**src/rtl/rca_fault_detector.sv**
```systemverilog
`default_nettype none
// ============================================================================
//  Module      : rca_fault_detector
//  Description : Online self-test engine for the fault-tolerant 4-bit
//                ripple-carry adder. When start is pulsed, it drives a fixed
//                8-entry vector table through the adder under test PASSES
//                times. It compares the observed slice sums and carry-outs
//                against expected values one cycle later. The results feed
//                sticky per-slice fault flags (sf/cf), and these flags drive
//                the spare-selection generator.
//  Ports       : clk        - system clock, rising edge
//                clr        - synchronous active-high reset, aborts any run
//                start      - one-cycle test request, ignored while busy
//                sum_obs    - observed slice sums from the adder under test
//                carry_obs  - observed slice carry-outs (bit i = slice i)
//                test_a/b   - registered test operands
//                test_cin   - registered test carry-in
//                lut_o      - registered index of the vector being driven
//                busy       - test in progress
//                done       - one-cycle completion pulse
//                sf / cf    - sticky per-slice sum / carry fault flags
//  Revision    : 1.0 - initial release
// ============================================================================
module rca_fault_detector #(
    parameter int WIDTH  = 4,   // fixed vector table only covers 4 slices
    parameter int PASSES = 2    // 1..15; a slice must fail every pass
) (
    input  logic             clk,
    input  logic             clr,
    input  logic             start,
    input  logic [WIDTH-1:0] sum_obs,
    input  logic [WIDTH-1:0] carry_obs,
    output logic [WIDTH-1:0] test_a,
    output logic [WIDTH-1:0] test_b,
    output logic             test_cin,
    output logic [2:0]       lut_o,
    output logic             busy,
    output logic             done,
    output logic [WIDTH-1:0] sf,
    output logic [WIDTH-1:0] cf
);

    localparam logic [1:0] S_IDLE  = 2'd0;
    localparam logic [1:0] S_RUN   = 2'd1;
    localparam logic [1:0] S_FLUSH = 2'd2;
    localparam logic [1:0] S_DONE  = 2'd3;

    localparam logic [3:0] c_last_pass = 4'(PASSES - 1);
    localparam logic [2:0] c_last_idx  = 3'd7;

    // Stimulus for table entry idx, packed as {a, b, cin}.
    function automatic logic [2*WIDTH:0] f_operands(input logic [2:0] idx);
        logic [2*WIDTH:0] v;
        case (idx)
            3'd0:    v = {4'b0000, 4'b0000, 1'b0};
            3'd1:    v = {4'b1111, 4'b0000, 1'b0};
            3'd2:    v = {4'b1111, 4'b0000, 1'b1};
            3'd3:    v = {4'b0101, 4'b1010, 1'b0};
            3'd4:    v = {4'b0101, 4'b1010, 1'b1};
            3'd5:    v = {4'b1010, 4'b0101, 1'b0};
            3'd6:    v = {4'b1111, 4'b1111, 1'b0};
            default: v = {4'b0000, 4'b0000, 1'b1};
        endcase
        return v;
    endfunction

    // Fault-free response for table entry idx, packed as {sum, carries}.
    function automatic logic [2*WIDTH-1:0] f_expect(input logic [2:0] idx);
        logic [2*WIDTH-1:0] v;
        case (idx)
            3'd0:    v = {4'b0000, 4'b0000};
            3'd1:    v = {4'b1111, 4'b0000};
            3'd2:    v = {4'b0000, 4'b1111};
            3'd3:    v = {4'b1111, 4'b0000};
            3'd4:    v = {4'b0000, 4'b1111};
            3'd5:    v = {4'b1111, 4'b0000};
            3'd6:    v = {4'b1110, 4'b1111};
            default: v = {4'b0001, 4'b0000};
        endcase
        return v;
    endfunction

    logic [1:0]       r_state;
    logic [2:0]       r_idx;
    logic [2:0]       r_prev_idx;   // vector whose response arrives this cycle
    logic             r_prev_vld;   // a vector is in flight through the adder
    logic [3:0]       r_pass;
    logic [WIDTH-1:0] r_hit_s;
    logic [WIDTH-1:0] r_hit_c;
    logic [WIDTH-1:0] r_acc_s;
    logic [WIDTH-1:0] r_acc_c;
    logic [WIDTH-1:0] r_test_a;
    logic [WIDTH-1:0] r_test_b;
    logic             r_test_cin;
    logic             r_busy;
    logic             r_done;
    logic [WIDTH-1:0] r_sf;
    logic [WIDTH-1:0] r_cf;

    logic [2*WIDTH-1:0] w_exp;
    logic [WIDTH-1:0]   w_miss_s;
    logic [WIDTH-1:0]   w_miss_c;
    logic [WIDTH-1:0]   w_hit_s_end;
    logic [WIDTH-1:0]   w_hit_c_end;
    logic [WIDTH-1:0]   w_acc_s_new;
    logic [WIDTH-1:0]   w_acc_c_new;
    logic [2:0]         w_next_idx;
    logic [2*WIDTH:0]   w_next_ops;
    logic [2*WIDTH:0]   w_first_ops;

    always_comb begin
        w_exp       = f_expect(r_prev_idx);
        w_miss_s    = r_prev_vld ? (sum_obs   ^ w_exp[2*WIDTH-1:WIDTH]) : '0;
        w_miss_c    = r_prev_vld ? (carry_obs ^ w_exp[WIDTH-1:0])       : '0;
        w_hit_s_end = r_hit_s | w_miss_s;
        w_hit_c_end = r_hit_c | w_miss_c;
        // Transient filter: a slice survives only if it failed in every pass.
        w_acc_s_new = (r_pass == 4'd0) ? w_hit_s_end : (r_acc_s & w_hit_s_end);
        w_acc_c_new = (r_pass == 4'd0) ? w_hit_c_end : (r_acc_c & w_hit_c_end);
        w_next_idx  = r_idx + 3'd1;
        w_next_ops  = f_operands(w_next_idx);
        w_first_ops = f_operands(3'd0);
    end

    always_ff @(posedge clk) begin
        if (clr) begin
            r_state    <= S_IDLE;
            r_idx      <= 3'd0;
            r_prev_idx <= 3'd0;
            r_prev_vld <= 1'b0;
            r_pass     <= 4'd0;
            r_hit_s    <= '0;
            r_hit_c    <= '0;
            r_acc_s    <= '0;
            r_acc_c    <= '0;
            r_test_a   <= '0;
            r_test_b   <= '0;
            r_test_cin <= 1'b0;
            r_busy     <= 1'b0;
            r_done     <= 1'b0;
            r_sf       <= '0;
            r_cf       <= '0;
        end else begin
            r_done <= 1'b0;
            case (r_state)
                S_IDLE: begin
                    if (start) begin
                        r_state    <= S_RUN;
                        r_idx      <= 3'd0;
                        {r_test_a, r_test_b, r_test_cin} <= w_first_ops;
                        r_busy     <= 1'b1;
                        r_pass     <= 4'd0;
                        r_hit_s    <= '0;
                        r_hit_c    <= '0;
                        r_prev_vld <= 1'b0;
                    end
                end

                S_RUN: begin
                    r_hit_s    <= w_hit_s_end;
                    r_hit_c    <= w_hit_c_end;
                    r_prev_idx <= r_idx;
                    r_prev_vld <= 1'b1;
                    if (r_idx == c_last_idx) begin
                        // Last vector is still in flight; FLUSH collects it.
                        r_state    <= S_FLUSH;
                        r_idx      <= 3'd0;
                        r_test_a   <= '0;
                        r_test_b   <= '0;
                        r_test_cin <= 1'b0;
                    end else begin
                        r_idx <= w_next_idx;
                        {r_test_a, r_test_b, r_test_cin} <= w_next_ops;
                    end
                end

                S_FLUSH: begin
                    r_acc_s    <= w_acc_s_new;
                    r_acc_c    <= w_acc_c_new;
                    r_prev_vld <= 1'b0;
                    if (r_pass < c_last_pass) begin
                        r_pass   <= r_pass + 4'd1;
                        r_hit_s  <= '0;
                        r_hit_c  <= '0;
                        r_state  <= S_RUN;
                        r_idx    <= 3'd0;
                        {r_test_a, r_test_b, r_test_cin} <= w_first_ops;
                    end else begin
                        r_hit_s  <= w_hit_s_end;
                        r_hit_c  <= w_hit_c_end;
                        r_state  <= S_DONE;
                        r_busy   <= 1'b0;
                        r_done   <= 1'b1;
                        // Flags are sticky across tests; only clr clears them.
                        r_sf     <= r_sf | w_acc_s_new;
                        r_cf     <= r_cf | w_acc_c_new;
                    end
                end

                S_DONE: begin
                    r_state <= S_IDLE;
                end

                default: begin
                    r_state <= S_IDLE;
                end
            endcase
        end
    end

    assign test_a   = r_test_a;
    assign test_b   = r_test_b;
    assign test_cin = r_test_cin;
    assign lut_o    = r_idx;
    assign busy     = r_busy;
    assign done     = r_done;
    assign sf       = r_sf;
    assign cf       = r_cf;

endmodule
`default_nettype wire

```
**config.mk**
```make
export PLATFORM = sky130hd
export DESIGN_NAME = rca_fault_detector
export DESIGN_NICKNAME = d
export VERILOG_FILES = /design/src/rtl/rca_fault_detector.sv
export SDC_FILE = /design/constraint.sdc
export NUM_CORES = 1
export LEC_CHECK = 0
export ABC_CLOCK_PERIOD_IN_PS = 3550
export CORE_ASPECT_RATIO = 1.25
export CORE_UTILIZATION = 58
export CTS_BUF_LIST = sky130_fd_sc_hd__clkbuf_8
export DETAILED_ROUTE_END_ITERATION = 10
export GPL_TIMING_DRIVEN = 0
export PLACE_DENSITY = 0.91
export RECOVER_POWER = 50
export SYNTH_ARGS = -nofsm -noshare
export SYNTH_HDL_FRONTEND = slang
export SYNTH_SLANG_ARGS = --single-unit
```
**constraint.sdc**
```tcl
create_clock -name clk -period 3.55 [get_ports clk]
set_clock_uncertainty 0.15 [all_clocks]
set_input_delay 0.5325 -clock clk [delete_from_list [all_inputs] [get_ports clk]]
set_output_delay 0.5325 -clock clk [all_outputs]
set_load 0.02 [all_outputs]
```
**Metal 1**

Bar = 20 µm.
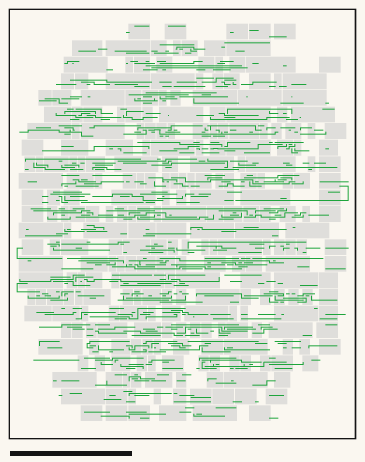
269 nets have wire on it. The layer carries 1990 µm of wire. The layer holds 42% of the routed length. The longest straight run is 19.3 µm. The wires run mostly horizontal.

**Met2 routing**

Bar = 20 µm.
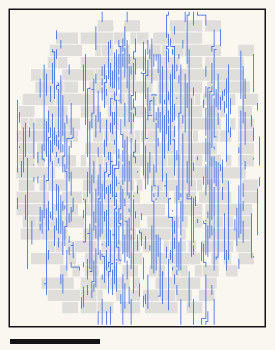
The wires run mostly vertical. The layer holds 50% of the routed length. The layer carries 2380 µm of wire. 251 nets have wire on it. The longest straight run is 32.6 µm.
routed wire length: 4740 µm
detailed-route via count: 1864
met2 Use GR: 42.0%

**Met3 routing**

Bar = 20 µm.
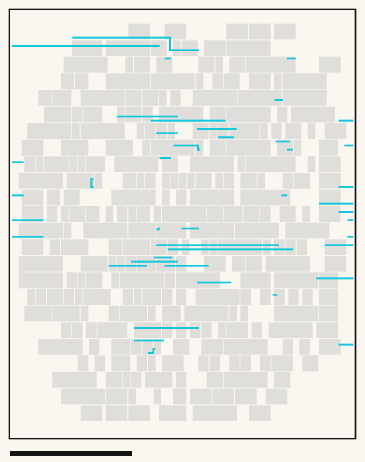
The layer carries 222 µm of wire. The layer holds 4.7% of the routed length.
met3 GRT Util: 5.74%

**M4 wires**

Bar = 20 µm.
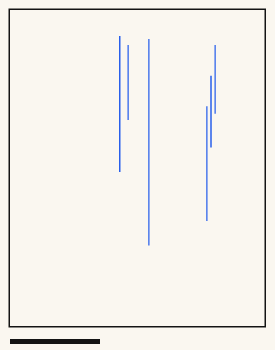
6 nets have wire on it. The longest straight run is 45.6 µm.

**Track usage over the die**

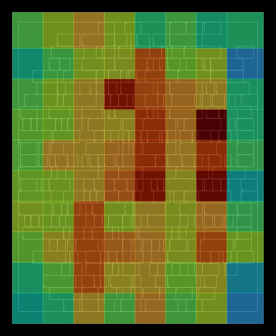
Most Used Layer, Global Route: met2
drt wl/cell: 15.0 µm
GRT Overall Usage: 25.8%

==> results_dict.tcl <==
# yosys + openroad results
set metrics [dict create \
    cts_sinks 44 \
    crit_path_max_incr_delay_ns 0.38 \
    drc 0 \
    min_from "cf[2]$_SDFFE_PP0P_" \
    finalNetCount 302 \
    synthArstFlopShare_pct 0 \
    overflow 0 \
    first_global_vias 1789 \
    grt_setup_unrepaired "false" \
    fp.dieH_um 70.2 \
    initialDrtViolationCount 55 \
    grt_pass1_wl_um 7930 \
    holdBufCountCts 0 \
    p_leak_nw 0.977 \
    core_area_um2 3510 \
    total_power_mw 1.45 \
    design_area_um2 2580 \
    antenna_found_initial 0 \
    edf_count 0 \
    cts_made_buffers 5 \
    dpl_cell_area_um2 2520 \
    cts.clk_slew.worst_paths_ns 0.08 \
    synthesis.nets 263 \
    cts_tree "done" \
    timing.rr.start "r_pass[0]$_SDFFE_PP0P_" \
    fin_setup_tns_ns 0 \
    gp_congestion 0.787 \
    vias_per_cell 5.88 \
    ios 33 \
    largest_area_cell "dfxtp_1" \
    top_cell "dfxtp_1" \
    ys_seq_share_pct 40.9 \
    synth_area_um2 2160 \
    die_w_um 56.5 \
    worstSetupPathType "flop to flop" \
    top_area_share_pct 40.9 \
    cp_cell_sequence "inv_1 -> ha_1 -> or3b_1 -> and2_1 -> clkbuf_1 -> clkbuf_1 -> o21ai_0 -> o31ai_1" \
    post_cts_buffers 0 \
    synth_cells 239 \
    worst_pin_slew_ns 0.584 \
    warning_count 35 \
    fin_crit_ns 2.44 \
    root_buffer "clkbuf_8" \
    p_per_area_nw_per_um2 560 \
    yosys-stat-area_um2 2160 \
    slew_headroom_pct 60.8 \
    slew_viol_final 0 \
    critPathSlowestCell "clkbuf_1" \
    ys.flops 44 \
    hpwl_um 3490 \
    cp_common_cell "clkbuf_1" \
    clockBufferDepth 2 \
    status "finished clean" \
    syn2layout_area_growth_pct 19.8 \
    area_leaders "dfxtp_1 (41%), ha_1 (7.5%), a211oi_1 (5.9%), a21oi_1 (5.3%), o21ai_0 (5.3%)" \
    chip_area_um2 3970 \
    final_core_util_pct 73.5 \
    crit_path_max_fanout 10 \
    syn_avg_cell_area_um2 9.02 \
    ff_type "dfxtp_1" \
    dr.pass1.iters 4 \
    ant_nets 0 \
    htree_levels 2 \
    worstPathRequired_ns 3.61 \
    critPathLaunchType "flop" \
    yosysWarnings 0 \
    antennaDiodeCount 0 \
    fin_cells 317 \
    clk-insertion-delay-late_ns 0.30 \
    whs_ns 0.298 \
    top_cells_by_count "dfxtp_1 (44), a21oi_1 (23), o21ai_0 (23)" \
    ys_cells 239 \
    preCtsSetupSlack_ns 1.01 \
    cts_resized 0 \
    max_cap_viol_count 0 \
    min_path_type "flop to flop" \
    crit_path_start "r_pass[0]$_SDFFE_PP0P_" \
    setup_viol 0 \
    final_hold_viol_count 0 \
    period_used_pct 68.8 \
    core_util_floorplan_pct 61.4 \
    grt_max_degree 14 \
    cp-end-kind "flop" \
    synth.distinct_cells 36 \
]
-- layout make-up --
type	instances	area (µm²)
plain buffers	18	86.3
clock buffers	5	68.8
clock inverters	2	12.5
fillers	271	931
inverters	14	52.6
multi-input cells	163	1110
flip-flops and latches	44	881
well taps	39	48.8
repair buffers	32	320
-- cells by family after synthesis --
kind of cell    after synthesis  share of synthesized area [%]
flops                        44                           40.9
buf+inv                      32                           6.85
mux                           4                           1.92
compound gates               83                           25.2
xor+xnor                     10                           5.98
simple gates                 53                           11.7
fa+ha+maj                    13                           7.55
-- final timing paths --
path | slack, ns | to | cells after the start
worst max register to register | 1.11 | cf[1]$_SDFFE_PP0P_ | 8
worst min register to register | 0.30 | cf[2]$_SDFFE_PP0P_ | 2
worst max-delay path | 1.11 | cf[1]$_SDFFE_PP0P_ | 8
worst min-delay path | 0.30 | cf[2]$_SDFFE_PP0P_ | 2
-- placed cells by master, fill, tap and decap left out, types with 2 or more instances in the layout --
cell type | synthesis | final
dfxtp_1 | 44 | 44
a21oi_1 | 23 | 23
o21ai_0 | 23 | 23
dlygate4sd3_1 | 0 | 21
nor2_1 | 18 | 18
a211oi_1 | 17 | 18
inv_1 | 14 | 14
nand2_1 | 14 | 14
ha_1 | 13 | 13
clkbuf_1 | 7 | 11
clkdlybuf4s50_1 | 0 | 11
nand3_1 | 9 | 9
xnor2_1 | 6 | 6
o2111ai_1 | 5 | 5
clkbuf_8 | 0 | 5
o31ai_1 | 4 | 4
buf_4 | 4 | 4
and2_1 | 4 | 3
nor2b_1 | 3 | 3
buf_2 | 4 | 3
mux2i_1 | 3 | 3
xnor3_1 | 3 | 3
o211ai_1 | 2 | 2
a21o_1 | 2 | 2
-- routing by layer --
metal	global-route usage [%]	up-vias	part of all wire, %
li1	-	920	-
met1	31.0	871	42
met2	42.0	58	50
met3	5.74	15	4.7
met4	14.9	0	3.1
met5	0	-	0
-- sequential cells by signal, summed over array words and instances (netlist names), 3 cells and up --
name        count
cf              4
r_acc_c         4
r_acc_s         4
r_hit_c         4
r_hit_s         4
r_pass          4
sf              4
lut_o           3
r_prev_idx      3
-- worst min-delay path, stage by stage, from the launching register on --
cell and delay (ns):
dfxtp_1 0.33, nand2_1 0.05, o31ai_1 0.05
-- where the power goes --
group	internal [mW]	switching [mW]	total, mW
clock	0.133	0.169	0.302
combinational	0.218	0.338	0.557
sequential	0.548	0.0397	0.588
total	0.899	0.547	1.45
Power is estimated from default activity; no workload was simulated.
